File: src/rtl/sd_sector_dma.sv
// Streams one 512-byte SD sector into BRAM as 128 little-endian 32-bit words, sharing the
// BRAM write port with the CPU. Optional idle watchdog enabled by defining SD_DMA_TIMEOUT_EN.
`timescale 1ns / 1ps
module sd_sector_dma #(
  parameter int unsigned ADDR_W         = 12,
  parameter int unsigned WAIT_MAX       = 15,
  parameter int unsigned TIMEOUT_CYCLES = 1000000
) (
  input  logic              clk,
  input  logic              reset,
  input  logic              cfg_we,
  input  logic              cfg_re,
  input  logic [1:0]        cfg_addr,
  input  logic [31:0]       cfg_wdata,
  output logic [31:0]       cfg_rdata,
  output logic              cfg_rvalid,
  output logic              sd_rd,
  output logic [31:0]       sd_address,
  input  logic              sd_ready,
  input  logic              sd_byte_available,
  input  logic [7:0]        sd_dout,
  input  logic              cpu_req,
  input  logic [ADDR_W-1:0] cpu_addr,
  input  logic [31:0]       cpu_wdata,
  output logic              cpu_grant,
  output logic              mem_we,
  output logic [ADDR_W-1:0] mem_addr,
  output logic [31:0]       mem_wdata,
  output logic              irq_done
);

  localparam int unsigned WaitW = (WAIT_MAX < 1) ? 1 : $clog2(WAIT_MAX + 1);
  localparam logic [WaitW-1:0] WaitMax = WaitW'(WAIT_MAX);

  typedef enum logic [1:0] {StIdle, StWaitRdy, StCollect, StDone} state_e;

  state_e            state_q;
  logic [31:0]       sector_q;
  logic [ADDR_W-1:0] dest_q;
  logic [ADDR_W-1:0] ptr_q;
  logic [9:0]        count_q;
  logic              busy_q, done_q, err_q;
  logic [23:0]       pack_q;
  logic [31:0]       pend_word_q;
  logic              pending_q;
  logic [WaitW-1:0]  wait_q;
  logic              avail_q;

  logic dma_fire;
  logic byte_edge;
  logic wd_expire;

  assign byte_edge = (state_q == StCollect) && sd_byte_available && !avail_q &&
                     (count_q < 10'd512);

  // DMA wins when the CPU is idle or has already starved it for WAIT_MAX cycles.
  always_comb begin
    dma_fire  = !reset && pending_q && (!cpu_req || (wait_q == WaitMax));
    mem_we    = 1'b0;
    mem_addr  = '0;
    mem_wdata = '0;
    cpu_grant = 1'b0;
    if (dma_fire) begin
      mem_we    = 1'b1;
      mem_addr  = ptr_q;
      mem_wdata = pend_word_q;
    end else if (!reset && cpu_req) begin
      mem_we    = 1'b1;
      mem_addr  = cpu_addr;
      mem_wdata = cpu_wdata;
      cpu_grant = 1'b1;
    end
  end

`ifdef SD_DMA_TIMEOUT_EN
  localparam int unsigned WdW = $clog2(TIMEOUT_CYCLES + 1);
  localparam logic [WdW-1:0] WdLast = WdW'(TIMEOUT_CYCLES - 1);

  logic [WdW-1:0] wd_q;
  logic           ready_q;
  logic           wd_active, wd_progress;

  assign wd_active   = (state_q == StWaitRdy) || (state_q == StCollect);
  assign wd_progress = (sd_ready && !ready_q) || byte_edge;
  assign wd_expire   = wd_active && !wd_progress && (wd_q == WdLast);

  always_ff @(posedge clk) begin
    if (reset) begin
      wd_q    <= '0;
      ready_q <= 1'b0;
    end else begin
      ready_q <= sd_ready;
      if (!wd_active || wd_progress || wd_expire) begin
        wd_q <= '0;
      end else begin
        wd_q <= wd_q + WdW'(1);
      end
    end
  end
`else
  assign wd_expire = 1'b0;
`endif

  always_ff @(posedge clk) begin
    if (reset) begin
      state_q     <= StIdle;
      sector_q    <= '0;
      dest_q      <= '0;
      ptr_q       <= '0;
      count_q     <= '0;
      busy_q      <= 1'b0;
      done_q      <= 1'b0;
      err_q       <= 1'b0;
      pack_q      <= '0;
      pend_word_q <= '0;
      pending_q   <= 1'b0;
      wait_q      <= '0;
      avail_q     <= 1'b0;
      cfg_rdata   <= '0;
      cfg_rvalid  <= 1'b0;
      sd_rd       <= 1'b0;
      sd_address  <= '0;
      irq_done    <= 1'b0;
    end else begin
      sd_rd      <= 1'b0;
      irq_done   <= 1'b0;
      cfg_rvalid <= cfg_re;
      avail_q    <= sd_byte_available;

      if (cfg_re) begin
        case (cfg_addr)
          2'd0:    cfg_rdata <= sector_q;
          2'd1:    cfg_rdata <= {{(32 - ADDR_W){1'b0}}, dest_q};
          2'd2:    cfg_rdata <= {29'b0, err_q, done_q, busy_q};
          default: cfg_rdata <= {22'b0, count_q};
        endcase
      end

      if (cfg_we) begin
        case (cfg_addr)
          2'd0: if (!busy_q) sector_q <= cfg_wdata;
          2'd1: if (!busy_q) dest_q <= cfg_wdata[ADDR_W-1:0];
          2'd2: if (cfg_wdata[1]) begin
            done_q <= 1'b0;
            err_q  <= 1'b0;
          end
          default: ;
        endcase
      end

      if (dma_fire) begin
        ptr_q     <= ptr_q + ADDR_W'(1);
        pending_q <= 1'b0;
        wait_q    <= '0;
      end else if (pending_q) begin
        wait_q <= wait_q + WaitW'(1);
      end

      unique case (state_q)
        StIdle: begin
          if (cfg_we && (cfg_addr == 2'd2) && cfg_wdata[0] && !busy_q) begin
            busy_q  <= 1'b1;
            count_q <= '0;
            ptr_q   <= dest_q;
            pack_q  <= '0;
            state_q <= StWaitRdy;
          end
        end
        StWaitRdy: begin
          if (sd_ready) begin
            sd_rd      <= 1'b1;
            sd_address <= sector_q;
            state_q    <= StCollect;
          end
        end
        StCollect: begin
          if (byte_edge) begin
            count_q <= count_q + 10'd1;
            unique case (count_q[1:0])
              2'd0: pack_q[7:0]   <= sd_dout;
              2'd1: pack_q[15:8]  <= sd_dout;
              2'd2: pack_q[23:16] <= sd_dout;
              default: begin
                // A word completing while the previous one still waits is an overflow,
                // unless that previous word drains on this very edge.
                if (pending_q && !dma_fire) begin
                  err_q     <= 1'b1;
                  pending_q <= 1'b0;
                  state_q   <= StDone;
                end else begin
                  pend_word_q <= {sd_dout, pack_q};
                  pending_q   <= 1'b1;
                end
              end
            endcase
          end
          if ((count_q == 10'd512) && !pending_q) begin
            state_q <= StDone;
          end
        end
        StDone: begin
          busy_q   <= 1'b0;
          done_q   <= 1'b1;
          irq_done <= 1'b1;
          state_q  <= StIdle;
        end
      endcase

      if (wd_expire) begin
        err_q     <= 1'b1;
        pending_q <= 1'b0;
        pack_q    <= '0;
        state_q   <= StDone;
      end
    end
  end

endmodule
File: config.mk
export PLATFORM = sky130hd
export DESIGN_NAME = sd_sector_dma
export DESIGN_NICKNAME = d
export VERILOG_FILES = /design/src/rtl/sd_sector_dma.sv
export SDC_FILE = /design/constraint.sdc
export NUM_CORES = 1
export LEC_CHECK = 0
export CAP_MARGIN = 20
export CELL_PAD_IN_SITES_DETAIL_PLACEMENT = 0
export CELL_PAD_IN_SITES_GLOBAL_PLACEMENT = 1
export CORE_ASPECT_RATIO = 1.5
export CORE_UTILIZATION = 39
export CTS_CLUSTER_SIZE = 24
export DETAILED_ROUTE_END_ITERATION = 7
export PLACE_DENSITY_LB_ADDON = 0.1
export SLEW_MARGIN = 10
export SYNTH_ARGS = -nofsm -noshare
export SYNTH_HDL_FRONTEND = slang
export SYNTH_SLANG_ARGS = --single-unit
File: constraint.sdc
create_clock -name clk -period 4.8 [get_ports clk]
set_input_delay 0.96 -clock clk [delete_from_list [all_inputs] [get_ports clk]]
set_output_delay 0.96 -clock clk [all_outputs]
set_load 0.005 [all_outputs]
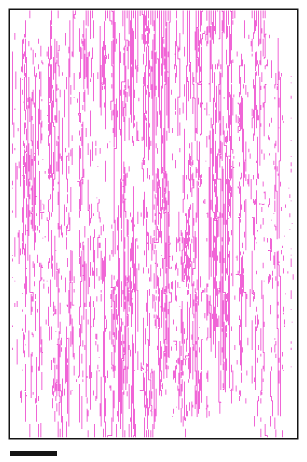
**Above:** metal 2.
The bar under the picture is 20 um long.
wire length on this layer: 12500 um
share of all routed wire: 51%
nets with wire on the layer: 1010
main direction: vertical
grt met2 use: 0.3915
Post-Route WL: 24600 um
via count: 7619

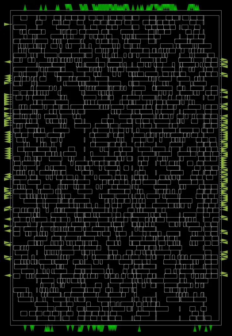
**Above:** cell outlines without signal wires.
Layout Utilization: 0.5314
n_taps: 268

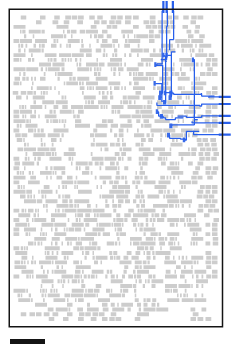
**Above:** port wiring.
The bar under the picture is 20 um long.
[sd_dout] blue | bits: 8 | direction: input | edge: 5 east, 3 north | end cells: 16 | buffers: 8 | wire: 428 um

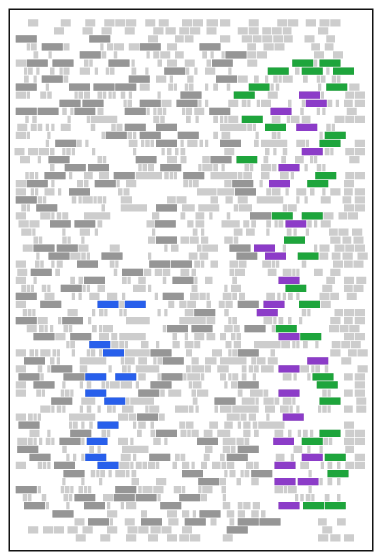
**Above:** register map, names as in the netlist.
Other sequential cells in the stronger grey, the rest of the logic in the fainter grey.
[pack_q] purple | placed flops: 24
[pend_word_q] green | placed flops: 32 | where: a vertical strip on the right
[dest_q] blue | placed flops: 12
not coloured: 132
fraction of area in registers: 0.3563
Seq. pwr: 1760 uW
register area: 4004 um^2

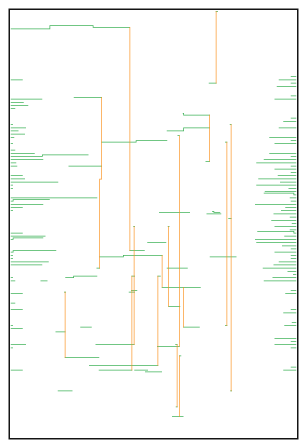
**Above:** signal wires by layer.
Two of the layers only.
[met4] orange | wire length: 774 um
[met3] green | wire length: 1190 um

==> impl_metrics.ini <==
; synthesis and place-and-route metrics
[worst_hold_path]
whs_path_depth = 2
holdPathEnd = pend_word_q[4]$_SDFFE_PP0P_
hold_start = pack_q[4]$_SDFFE_PP0P_

[worst_setup_path]
endpoint_kind = output port
start_kind = input port
crit_path_end = mem_wdata[30]
cp_common_cell = clkdlybuf4s50_1
worstRegToRegCells = 6
critPathArrivalTime_ns = 3.17
crit_buf_inv = 3
crit_path_start = cpu_req
cp_num_cells = 6
crit_type = in -> out
r2r-start = state_q[0]$_SDFFE_PP0P_

[sta]
slew_headroom = 0.3612
skew_ns = 0.01001
min_period_ns = 4.133
fin_crit_sh = 0.8609
setup_viol = 0
rsz0062_at_grt = false
setup_tns_ns = 0
worst_pin_slew_ns = 0.9583
fmax_mhz = 242.0

[layout]
drive_gt1_frac = 0.05369
comb_area_um2 = 4029
sh_comb_area = 0.3586
logic_gate_count = 706
nets = 1283
final_cell_mix = nand2_1, clkdlybuf4s50_1, dfxtp_1
fillers = 2078
layout.cells.most_common = nand2_1
numSequentialCells = 200
diodes = 0
area_share_nonclk_buffers = 0.1934
inverters = 33
clock_buffers = 18

[pwr]
pwr-share-seq = 0.470
power_uw = 3751
p_clk_frac = 0.372
top_power_group = sequential cells
p_per_area_nw_per_um2 = 333.8
p_leak_uw = 0.003821
comb-power_uw = 593
clock_power_uw = 1400

[global_route]
grt_pass1_wl_um = 38200
grt.overflow.total = 0
grt_pass1_vias = 7099
grt_util_all_layers = 0.2228
met1_usage = 0.2551
grt_max_degree = 91

[synthesis]
yosys-top-cells-area = dfxtp_1, nand2_1, a21oi_1
synth_area_leader_cell = dfxtp_1
yosysWarnings = 0
ys_types = 59
synth_area_um2 = 8468
top_cell_area_share = 0.4728
synth-seq-cells = 200
ys_sh_xor = 0.008274
logic_family = AND-OR/OR-AND gates
ys_sh_aoi = 0.2095
ys_seq_frac = 0.4728
top_cell = nand2_1
synthTopCellsByCount = nand2_1, dfxtp_1, a21oi_1
simple_gate_share = 0.2088

[detailed_routing]
drcViolationCount = 0
vias_per_cell = 5.218
drtPass1Iterations = 5
top_layer = met4
antenna_left = 0
met1_length_um = 10110
wl_per_cell_um = 16.85

[die]
die_w_um = 122.3
fp-utilization = 0.4005
row_count = 65
core-area_um2 = 21150
dieArea_um2 = 22320
ios = 206

[clocking]
cts_buffer_depth = 2
cts_setup_buffers = 0
postCtsResizedCells = 0
cts.sinks = 200
cts_hold_buffers = 0
path_clk_slew_ns = 0.07
htreeDepth = 4

[placed_design]
numPortBuffers = 205
pre_cts_slack_ns = 0.6345
place_area_um2 = 10670

[status]
status = completed

[flow_run]
maxCapViolCount = 0
Power is estimated from default activity; no workload was simulated.
